### src/rtl/serial_adder_ctrl.sv
// serial_adder_ctrl: bit-serial adder, one bit per clock LSB first; `define SERIAL_ADDER_SUB_EN adds a sub port for a-b
module serial_adder_ctrl #(
    parameter int WIDTH = 8
) (
    input  logic             clk,
    input  logic             rst,
    input  logic             start,
    input  logic [WIDTH-1:0] a,
    input  logic [WIDTH-1:0] b,
`ifdef SERIAL_ADDER_SUB_EN
    input  logic             sub,
`endif
    output logic             busy,
    output logic             done,
    output logic [WIDTH-1:0] sum,
    output logic             cout
);
    localparam int CNT_W = $clog2(WIDTH);
    localparam logic [CNT_W-1:0] LAST = CNT_W'(WIDTH - 1);

    typedef enum logic [1:0] {IDLE, RUN, DONE} state_t;

    state_t           state, state_nxt;
    logic [WIDTH-1:0] a_sr, b_sr;
    logic [WIDTH-2:0] res_sr;
    logic [CNT_W-1:0] cnt;
    logic             carry, sub_r, sub_in;
    logic             last, b_bit, h_sum, s_bit, c_nxt;

`ifdef SERIAL_ADDER_SUB_EN
    assign sub_in = sub;
`else
    assign sub_in = 1'b0;
`endif

    always_comb begin
        last      = (cnt == LAST);
        b_bit     = b_sr[0] ^ sub_r;
        h_sum     = a_sr[0] ^ b_bit;
        s_bit     = h_sum ^ carry;
        c_nxt     = (a_sr[0] & b_bit) | (h_sum & carry);
        state_nxt = (state == IDLE) ? (start ? RUN : IDLE) :
                    (state == RUN)  ? (last ? DONE : RUN) : IDLE;
        busy      = (state == RUN);
        done      = (state == DONE);
    end

    always_ff @(posedge clk) begin
        if (rst) state <= IDLE;
        else     state <= state_nxt;
    end

    // subtraction reuses the adder as a + ~b + 1, so the carry seeds with sub
    always_ff @(posedge clk) begin
        if (rst) begin
            a_sr   <= '0;
            b_sr   <= '0;
            res_sr <= '0;
            cnt    <= '0;
            carry  <= 1'b0;
            sub_r  <= 1'b0;
            sum    <= '0;
            cout   <= 1'b0;
        end else if (state == IDLE && start) begin
            a_sr  <= a;
            b_sr  <= b;
            sub_r <= sub_in;
            carry <= sub_in;
            cnt   <= '0;
        end else if (state == RUN) begin
            a_sr   <= a_sr >> 1;
            b_sr   <= b_sr >> 1;
            res_sr <= (WIDTH-1)'({s_bit, res_sr} >> 1);
            carry  <= c_nxt;
            cnt    <= cnt + 1'b1;
            if (last) begin
                sum  <= {s_bit, res_sr};
                cout <= c_nxt;
            end
        end
    end
endmodule

### config.mk
export PLATFORM = sky130hd
export DESIGN_NAME = serial_adder_ctrl
export DESIGN_NICKNAME = d
export VERILOG_FILES = /design/src/rtl/serial_adder_ctrl.sv
export SDC_FILE = /design/constraint.sdc
export NUM_CORES = 1
export LEC_CHECK = 0
export ABC_CLOCK_PERIOD_IN_PS = 2400
export CORE_MARGIN = 4
export CORE_UTILIZATION = 35
export DETAILED_ROUTE_END_ITERATION = 6
export HOLD_SLACK_MARGIN = 0.12
export SLEW_MARGIN = 20
export SYNTH_ARGS = -nofsm -noshare
export SYNTH_HDL_FRONTEND = slang
export SYNTH_SLANG_ARGS = --single-unit
### constraint.sdc
create_clock -name clk -period 2.4 [get_ports clk]
set_input_delay 0.6 -clock clk [delete_from_list [all_inputs] [get_ports clk]]
set_output_delay 0.6 -clock clk [all_outputs]
set_load 0.005 [all_outputs]
Fig. 1: run 1, clock nets
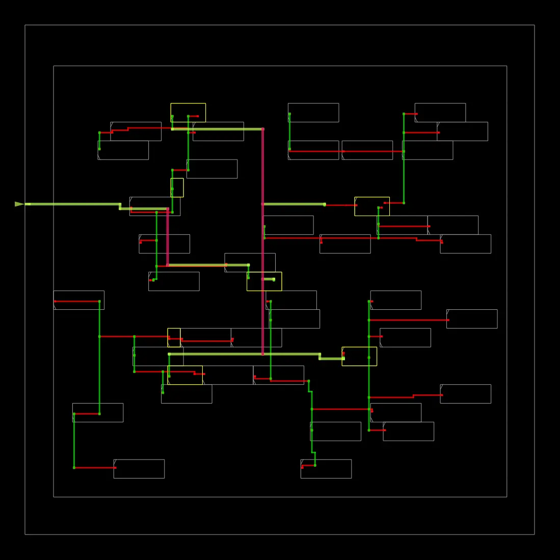
P_clk: 0.406 mW
registers: 38

Fig. 2: run 1, zoomed window
Region (0, 34) to (40, 74) µm. Cells in gray, sequential cells in the stronger gray; small squares are vias.
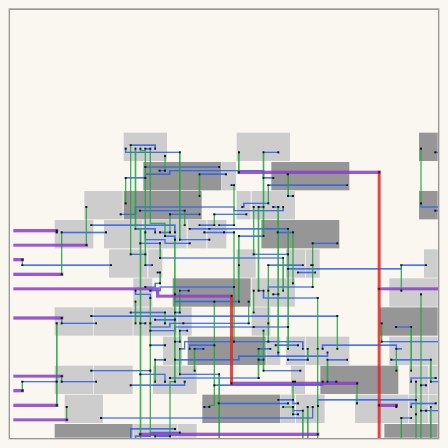
Key: M4 = red; M3 = purple; M1 = blue; M2 = green
Sequential cells in the window: 11. 52 logic cells have their middle in the window. Netlist names of flops here include `a_sr` (8). Most frequent: dfxtp_1 (11), clkdlybuf4s50_1 (9).

Fig. 3: run 1, sequential cells grouped by signal name
Scale bar: 20 µm. Other sequential cells in the stronger gray, the rest of the logic in the fainter gray.
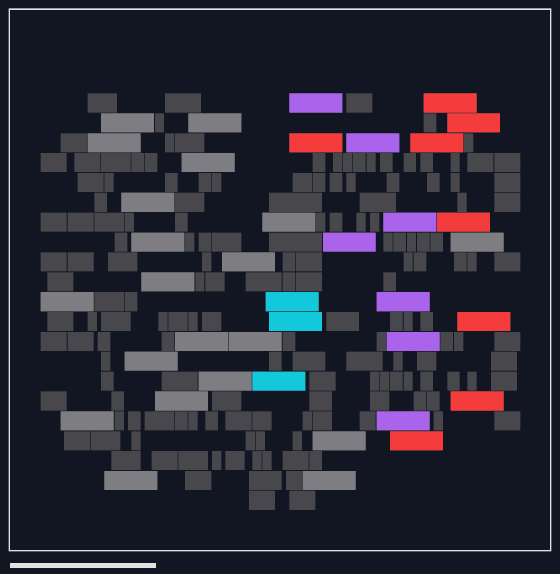
Key: `sum` = red [placed flops 8]; `res_sr` = purple [placed flops 7]; `cnt` = cyan [placed flops 3]
Flop area: 761 µm²
Sequential Power: 0.677 mW
Seq area share: 39.0%

==> reports/metrics.csv, run 1 <==
metric;value;unit
drc;0;
cts_hold_buf;0;
drt-total-wl;3070;µm
largest_registers;a_sr (8), b_sr (8), sum (8);
final_area;1950;µm²
async_flop_share;0;%
area_growth;28.1;%
grtUsageTotal;12.3;%
holdWs;454;ps
clockBufferDepth;2;
dpl_cell_area;1870;µm²
cp.required;1800;ps
p_seq_share;55.3;%
period_needed;2080;ps
power;1.22;mW
die_w;73.9;µm
switching_share;24.1;%
warning_count;26;
comb_power_share;11.5;%
power_leader;registers;
finalCritPeriodShare;86.8;%
setup_violations;0;
yosys_warnings;0;
edf_count;0;
post-route-util;47.4;%
die_area;5470;µm²
power.density;628;nW/µm²
final_antenna_net_count;0;
layout.cells.non_filler;249;
post_cts_buffers;0;
grt_overflow_total;0;
cts_root_buf;clkbuf_8;
worstSkewPairLatency;280;ps
ir_drop;0.310;mV
fill_cells;408;
first_iter_violations;51;
clk_pin_slew_worst_paths;70;ps
hpwlAfterDp;2160;µm
regToRegSetupSlack;750;ps
place.gp.congestion;0.727;
finalMaxSlewViolations;0;
startpoint_type;flop;
die_h;73.9;µm
rsz0062_at_grt;false;
drive_above_1_share;10.6;%
fmax;480;MHz
pre_cts_ws;397;ps
power.internal;0.929;mW
cts_buffers;5;
synth_flops;38;
ctsHtreeMaxLevel;2;
fin_setup_tns;0;ps
antenna_found_initial;0;
ys_seq_share;50.0;%
crit_type;flop to output pin;
port-buffer-count;29;
syn_area_per_cell;9.00;µm²
cts_resized;0;
layout_top_cells;dfxtp_1, a21oi_1, clkdlybuf4s50_1;
std_cell_rows;23;
syn_inst;169;
core;4120;µm²
cts_tree;yes;
nets;221;
fp_util;37.0;%
critPathArrivalTime;1480;ps
cp_max_fo;8;
vias;1263;
grt_start_max_net_pins;32;
clock_sinks;38;
final_hold_viol_count;0;
tightest_slew;657;ps
wl_per_cell;12.3;µm
synthFlopType;dfxtp_1;
crit_path_end_kind;output pin;
pwr-share-clk;33.2;%
synthTopCellsByArea;dfxtp_1, a21oi_1, nand2_1, o221a_1, o221a_2;
slew_headroom;56.1;%
power.leakage;0.724;nW
first_global_vias;1160;
power.switching;0.295;mW
top_area_cell;dfxtp_1;
grt_pass1_wl;5220;µm
synth_area;1520;µm²
top_cell_area_share;50.0;%
final_common_cell;dfxtp_1;
drv_cap;0;
ys_chip_area;1520;µm²
ios;30;
ys_cells;169;
status;complete, no violations;
timing.final.ws_setup;318;ps
comb_power;0.141;mW
dp.cells;242;
diodes;0;
dr.pass1.iters;4;
ys_types;24;
vias_per_cell;5.07;
hold_path_class;flop to flop;
synth_nets;191;
clock_skew;4.48;ps
## run 1: layer usage
layer	track usage (%)	share of wire (%)	up-vias
met5	0	0	-
met4	3.62	1.3	0
met3	4.19	6.4	6
met2	19.2	46	39
met1	16.1	46	579
li1	-	-	639
## run 1: cells by family after synthesis
group / count (synthesis) / share of synthesized area, %
AOI/OAI and AO/OA: 47 / 21.7
xor gates and xnor gates: 1 / 0.576
adders and majority gates: 3 / 2.96
buffers and inverters: 28 / 7.98
DFF: 38 / 50.0
muxes: 4 / 2.63
and+or+nand+nor: 48 / 14.1
## run 1: critical path, stage by stage (launching register included)
cell	delay (ps)
dfxtp_1	500
nand2b_1	130
inv_2	80
clkdlybuf4s50_1	490
## run 1: cells in the mapped netlist, types with 2 or more instances
cell / count
a21oi_1: 30
clkbuf_1: 4
buf_4: 3
nor2_1: 6
nand2_1: 24
nand3_1: 9
o221a_1: 8
nor3_1: 5
mux2i_1: 4
ha_1: 2
buf_2: 4
dfxtp_1: 38
a22oi_1: 2
inv_1: 15
o221a_2: 6
## run 1: worst paths after layout
check                      startpoint                  end  cells after the start
setup / recovery  state[0]$_SDFF_PP0_                 busy                      3
hold / removal      cout$_SDFFE_PP0P_    cout$_SDFFE_PP0P_                      2
setup reg to reg  cnt[0]$_SDFFE_PP0N_  sum[2]$_SDFFE_PP0P_                      5
hold reg to reg     cout$_SDFFE_PP0P_    cout$_SDFFE_PP0P_                      2
## run 1: cell type report
class	instances	area [µm²]	share of cell area, %
Multi-Input combinational cell	103	639	32.8
Timing Repair Buffer	35	348	17.8
Tap cell	50	62.6	3.21
Clock inverter	2	10.0	0.513
Sequential cell	38	761	39.0
Clock buffer	5	68.8	3.53
Inverter	16	60.1	3.08
## Run 2: what changed since run 1
- CTS_CLUSTER_DIAMETER: unset -> 80
Fig. 4: run 2, wiring by layer
Two of the layers only.
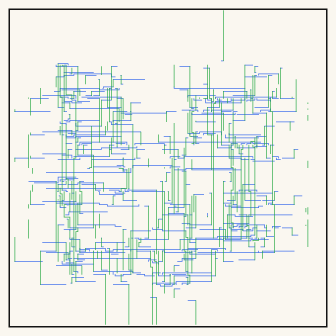
Key: M1 = blue [wire length 1,420 µm]; M2 = green [wire length 1,410 µm]
Total GRT Usage: 12.3%
Vias: 1,263
drt total wl: 3070 µm
WL/cell: 12.3 µm

Fig. 5: run 2, wires at chosen ports, followed through buffers
Scale bar: 20 µm.
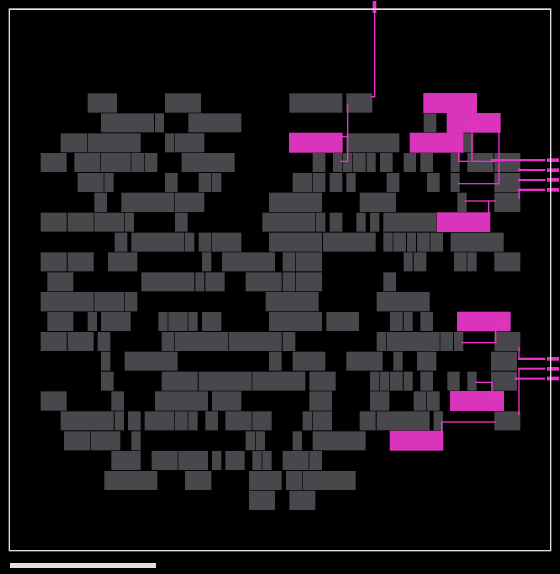
Key: `sum` = magenta [bits 8, direction output, end cells 8, buffers 8, wire 116 µm]

Fig. 6: run 2, clock nets
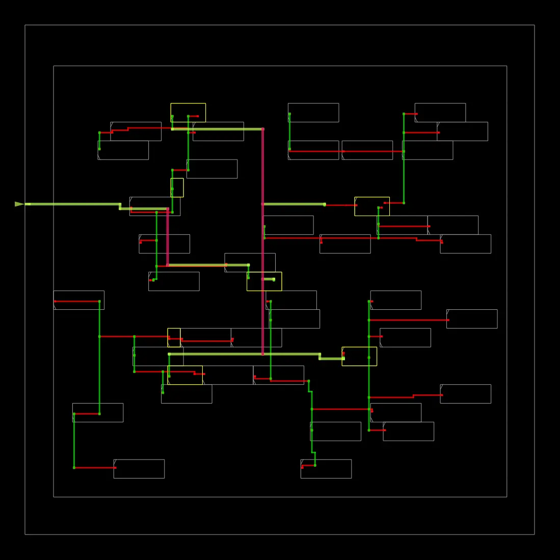
total CTS buffers: 5
Setup Skew: 4.48 ps
total of clock buffers placed in the layout: 5

==> reports/metrics.csv, run 2 <==
metric;value;unit
status;complete, no violations;
r2r-start;cnt[0]$_SDFFE_PP0N_;
hold_path_class;flop to flop;
dp.cells;242;
first_iter_violations;51;
die_w;73.9;µm
worstSkewPairLatency;280;ps
path_cells;nand2b_1, inv_2, clkdlybuf4s50_1;
ys_types;24;
post_cts_buffers;0;
power.leakage;0.724;nW
seq_cells;38;
final-seq-area;761;µm²
syn_inst;169;
non_clock_buffer_area_share;17.8;%
yosys_warnings;0;
hold_path_end;cout$_SDFFE_PP0P_;
top_cell_area_share;50.0;%
area_growth;28.1;%
m1WireLength;1420;µm
nets;221;
tightest_slew;657;ps
layout.cells.non_filler;249;
grt_overflow_total;0;
ys_chip_area;1520;µm²
wl_met2;1410;µm
std_cell_rows;23;
logic_area;639;µm²
cts_hold_buf;0;
hpwlAfterDp;2160;µm
grt_start_max_net_pins;32;
wl_met3;198;µm
fmax;480;MHz
finalCritPeriodShare;86.8;%
clockBufferDepth;2;
synth_flops;38;
common_cells;dfxtp_1, a21oi_1, nand2_1;
drive_above_1_share;10.6;%
largest_class;flip-flops and latches;
grt_pass1_wl;5220;µm
setup_violations;0;
cts_root_buf;clkbuf_8;
fin_setup_tns;0;ps
power;1.22;mW
top_area_cell;dfxtp_1;
top_layer_used;met4;
final_common_cell;dfxtp_1;
ios;30;
finalMaxSlewViolations;0;
signal_buffers;35;
period_needed;2080;ps
startpoint_type;flop;
port-buffer-count;29;
ir_drop;0.310;mV
holdPathStages;2;
slowest_stage;dfxtp_1;
async_flop_share;0;%
critPathArrivalTime;1480;ps
power.density;628;nW/µm²
die_h;73.9;µm
pre_cts_ws;397;ps
r2r_end;sum[2]$_SDFFE_PP0P_;
holdCritStartpoint;cout$_SDFFE_PP0P_;
first_global_vias;1160;
edf_count;0;
synthTopCellsByArea;dfxtp_1, a21oi_1, nand2_1, o221a_1, o221a_2;
synthFlopType;dfxtp_1;
largest_registers;a_sr (8), b_sr (8), sum (8);
synthMostInstantiatedCell;dfxtp_1;
seq_share;39.0;%
synth_area;1520;µm²
drv_cap;0;
die_area;5470;µm²
comb_share;32.8;%
timing.final.ws_setup;318;ps
final_hold_viol_count;0;
num-multi-input-gates;103;
diodes;0;
worst-path-buf-inv;2;
vias_per_cell;5.07;
cts_resized;0;
clock_sinks;38;
clock_area_share;4.04;%
place.gp.congestion;0.727;
regToRegSetupSlack;750;ps
fp_util;37.0;%
final_antenna_net_count;0;
synth_nets;191;
fill_cells;408;
slowest_delay;500;ps
core;4120;µm²
cts_tree;yes;
antenna_found_initial;0;
dr.pass1.iters;4;
ctsHtreeMaxLevel;2;
ff2ff_path_depth;5;
nWellTaps;50;
rsz0062_at_grt;false;
crit_path_end_kind;output pin;
==> run 2: cell counts after synthesis <==
Identical to the previous run, type by type.
==> run 2: where the power goes <==
part | internal (mW) | leakage (nW) | switching, mW | total [mW]
Combinational | 0.0756 | 0.370 | 0.0649 | 0.141
Sequential | 0.659 | 0.311 | 0.0183 | 0.677
Clock | 0.195 | 0.0438 | 0.212 | 0.406
Total | 0.929 | 0.724 | 0.295 | 1.22
==> run 2: worst max-delay path by stage <==
stage                                 to  slack [ps]  cells after the start           startpoint
CTS                                 busy         310                      3  state[0]$_SDFF_PP0_
floorplan                           busy        1040                      3  state[1]$_SDFF_PP0_
detailed placement  b_sr[1]$_SDFFE_PP0P_         400                      3                start
finish                              busy         320                      3  state[0]$_SDFF_PP0_
global placement    b_sr[0]$_SDFFE_PP0P_         480                      3                start
global route                        busy         230                      3  state[0]$_SDFF_PP0_
==> run 2: layer usage <==
metal | vias to the layer above | global-route usage (%)
met5 | - | 0
met4 | 0 | 3.62
li1 | 639 | -
met1 | 579 | 16.1
met3 | 6 | 4.19
met2 | 39 | 19.2
==> run 2: per-stage QoR <==
stage | hold slack, ps | util (%) | instance area (µm²)
4_1_cts | 456 | 47.4 | 1950
5_1_grt | 482 | 47.4 | 1950
6_report | 454 | 47.4 | 1950
3_5_place_dp | 444 | 45.5 | 1870
2_1_floorplan | 437 | - | 1520
3_3_place_gp | 443 | 45.5 | 1870
==> run 2: cells by family (layout without fill, tap and decap cells) <==
family	after synthesis	after routing	synth area share, %
compound gates	47	47	21.7
simple gates	48	48	14.1
xor+xnor	1	1	0.576
mux	4	4	2.63
fa+ha+maj	3	3	2.96
buf+inv	28	58	7.98
flops	38	38	50.0
## Run 3: what changed since run 2
- CTS_CLUSTER_SIZE: unset -> 20
- GPL_ROUTABILITY_DRIVEN: unset -> 0
- RECOVER_POWER: unset -> 25
Fig. 7: run 3, wires at chosen ports, followed through buffers
Scale bar: 20 µm.
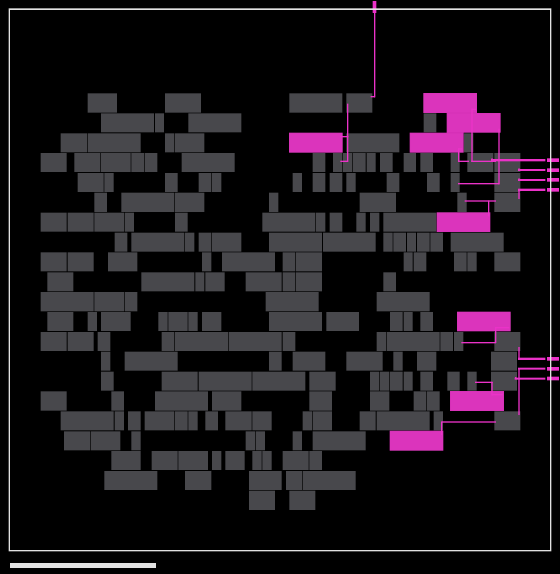
Key: `sum` = magenta [bits 8, direction output, end cells 8, buffers 8, wire 116 µm]
num ports: 30
IO Port Bufs: 29

Fig. 8: run 3, clock nets
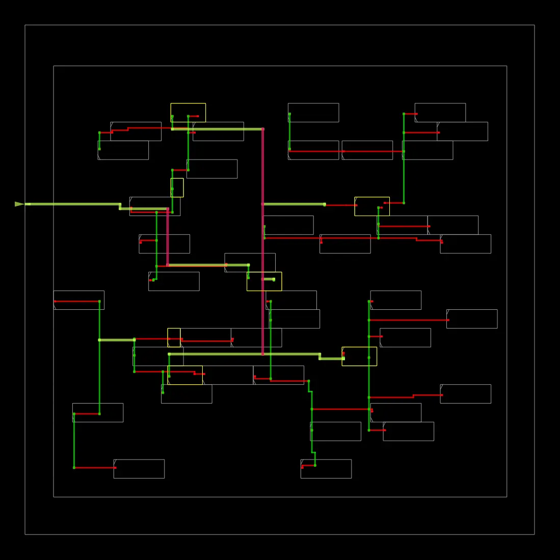
Setup Skew: 4.64 ps
worst-skew pair later-pin latency: 290 ps
Clock Sinks: 38

Fig. 9: run 3, wiring by layer
Two of the layers only.
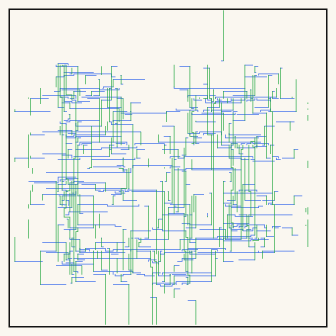
Key: M2 = green [wire length 1,410 µm]; M1 = blue [wire length 1,430 µm]
Vias: 1,260
WL/cell: 12.4 µm
drt total wl: 3080 µm

==> reports/metrics.csv, run 3 <==
metric;value;unit
status;complete, no violations;
power.internal;0.925;mW
largest_registers;a_sr (8), b_sr (8), sum (8);
synth.area.mux_share;2.63;%
clockBufferDepth;2;
cp.required;2540;ps
layout.cells.non_filler;249;
final_antenna_net_count;0;
layout_top_cells;dfxtp_1, a21oi_1, clkdlybuf4s50_1;
top_logic_kind;AND-OR/OR-AND gates;
finalCritPeriodShare;89.3;%
fa_ha_area_share;2.96;%
ys_chip_area;1520;µm²
ctsHtreeMaxLevel;2;
power.leakage;0.712;nW
rsz0062_at_grt;false;
async_flop_share;0;%
switching_share;24.1;%
slowest_delay;920;ps
clk_pin_slew_worst_paths;70;ps
yosys_warnings;0;
critPathArrivalTime;2290;ps
tightest_slew;753;ps
post_cts_buffers;0;
common_cells;dfxtp_1, a21oi_1, nand2_1;
top_area_cell;dfxtp_1;
synth_nets;191;
grt_pass1_wl;5220;µm
nets;221;
cts_hold_buf;0;
dpl_cell_area;1870;µm²
finalMaxSlewViolations;0;
period_needed;2140;ps
grtUsageTotal;12.3;%
fmax;467;MHz
comb_power_share;11.2;%
synthTopCellsByArea;dfxtp_1, a21oi_1, nand2_1, o221a_1, o221a_2;
fin_setup_tns;0;ps
ys_seq_share;50.0;%
synthAoiAreaFrac;21.7;%
slew_headroom;49.8;%
xor_share;0.576;%
cp_top_family;buffers and inverters;
cts_resized;0;
startpoint_type;input port;
drv_cap;0;
die_area;5470;µm²
syn_inst;169;
hpwlAfterDp;2160;µm
die_w;73.9;µm
worst-path-buf-inv;2;
final_area;1930;µm²
synth_area;1520;µm²
path_cells;dlygate4sd3_1, clkbuf_1, nor3_1;
ys_types;24;
top_cell_area_share;50.0;%
ir_drop;0.308;mV
cp_max_fo;18;
crit_path_end_kind;flop;
synthFlopType;dfxtp_1;
synth_flops;38;
area_growth;26.8;%
p_seq_share;55.5;%
power.density;632;nW/µm²
antenna_found_initial;0;
grt_start_max_net_pins;32;
cts_buffers;5;
first_global_vias;1160;
power.switching;0.294;mW
cts_tree;yes;
dp.cells;242;
first_iter_violations;50;
std_cell_rows;23;
fill_cells;410;
ys_cells;169;
drc;0;
core;4120;µm²
grt_overflow_total;0;
diodes;0;
vias_per_cell;5.06;
drive_above_1_share;9.55;%
cts_root_buf;clkbuf_8;
warning_count;26;
synthMostInstantiatedCell;dfxtp_1;
final_common_cell;dfxtp_1;
edf_count;0;
die_h;73.9;µm
hold_path_class;flop to flop;
synth.cellmix.simpleShare;14.1;%
setup_violations;0;
syn_area_per_cell;9.00;µm²
dr.pass1.iters;4;
crit_type;input port to flop;
fp_util;37.0;%
slowest_stage;dlygate4sd3_1;
pwr-share-clk;33.3;%
final_hold_viol_count;0;
==> run 3: power groups by stage <==
stage / clock network (mW) / registers, mW / logic (mW)
floorplan: 0 / 0.684 / 0.0903
global placement: 0 / 0.690 / 0.137
detailed placement: 0 / 0.691 / 0.142
CTS: 0.424 / 0.677 / 0.142
global route: 0.442 / 0.680 / 0.153
finish: 0.406 / 0.677 / 0.136
==> run 3: final timing paths <==
check / from / to / slack, ps / cells past startpoint
min reg2reg: cout$_SDFFE_PP0P_ / cout$_SDFFE_PP0P_ / 450 / 2
max: rst / carry$_SDFFE_PP0N_ / 260 / 3
min: cout$_SDFFE_PP0P_ / cout$_SDFFE_PP0P_ / 450 / 2
max reg2reg: cnt[0]$_SDFFE_PP0N_ / sum[2]$_SDFFE_PP0P_ / 710 / 5
==> run 3: stage by stage <==
step | utilization (%) | power [mW] | setup WS [ps] | hold WS [ps]
final | 46.9 | 1.22 | 256 | 454
after global routing | 46.9 | 1.27 | 122 | 485
after CTS | 47.4 | 1.24 | 306 | 456
after detailed placement | 45.5 | 0.833 | 397 | 444
after global placement | 45.5 | 0.828 | 476 | 443
after floorplan | - | 0.775 | 1040 | 437
==> run 3: per-layer routing <==
| metal | wire length [µm] | GRT usage, % | vias up |
|---|---|---|---|
| met5 | 0 | 0 | - |
| met4 | 40 | 3.62 | 0 |
| met3 | 194 | 4.19 | 6 |
| met2 | 1410 | 19.2 | 35 |
| met1 | 1430 | 16.1 | 580 |
| li1 | - | - | 639 |
==> run 3: final cells by class <==
type                       instances  area, µm²  area share (%)
clock buffer                       5       68.8            3.57
clock inverter                     2       10.0           0.519
inverter                          16       60.1            3.11
multi-input combinational        103        639            33.1
sequential                        38        761            39.4
tap                               50       62.6            3.24
timing repair buffer              35        328            17.0
Power figures rest on the tool's default switching activity, not on a simulated workload.
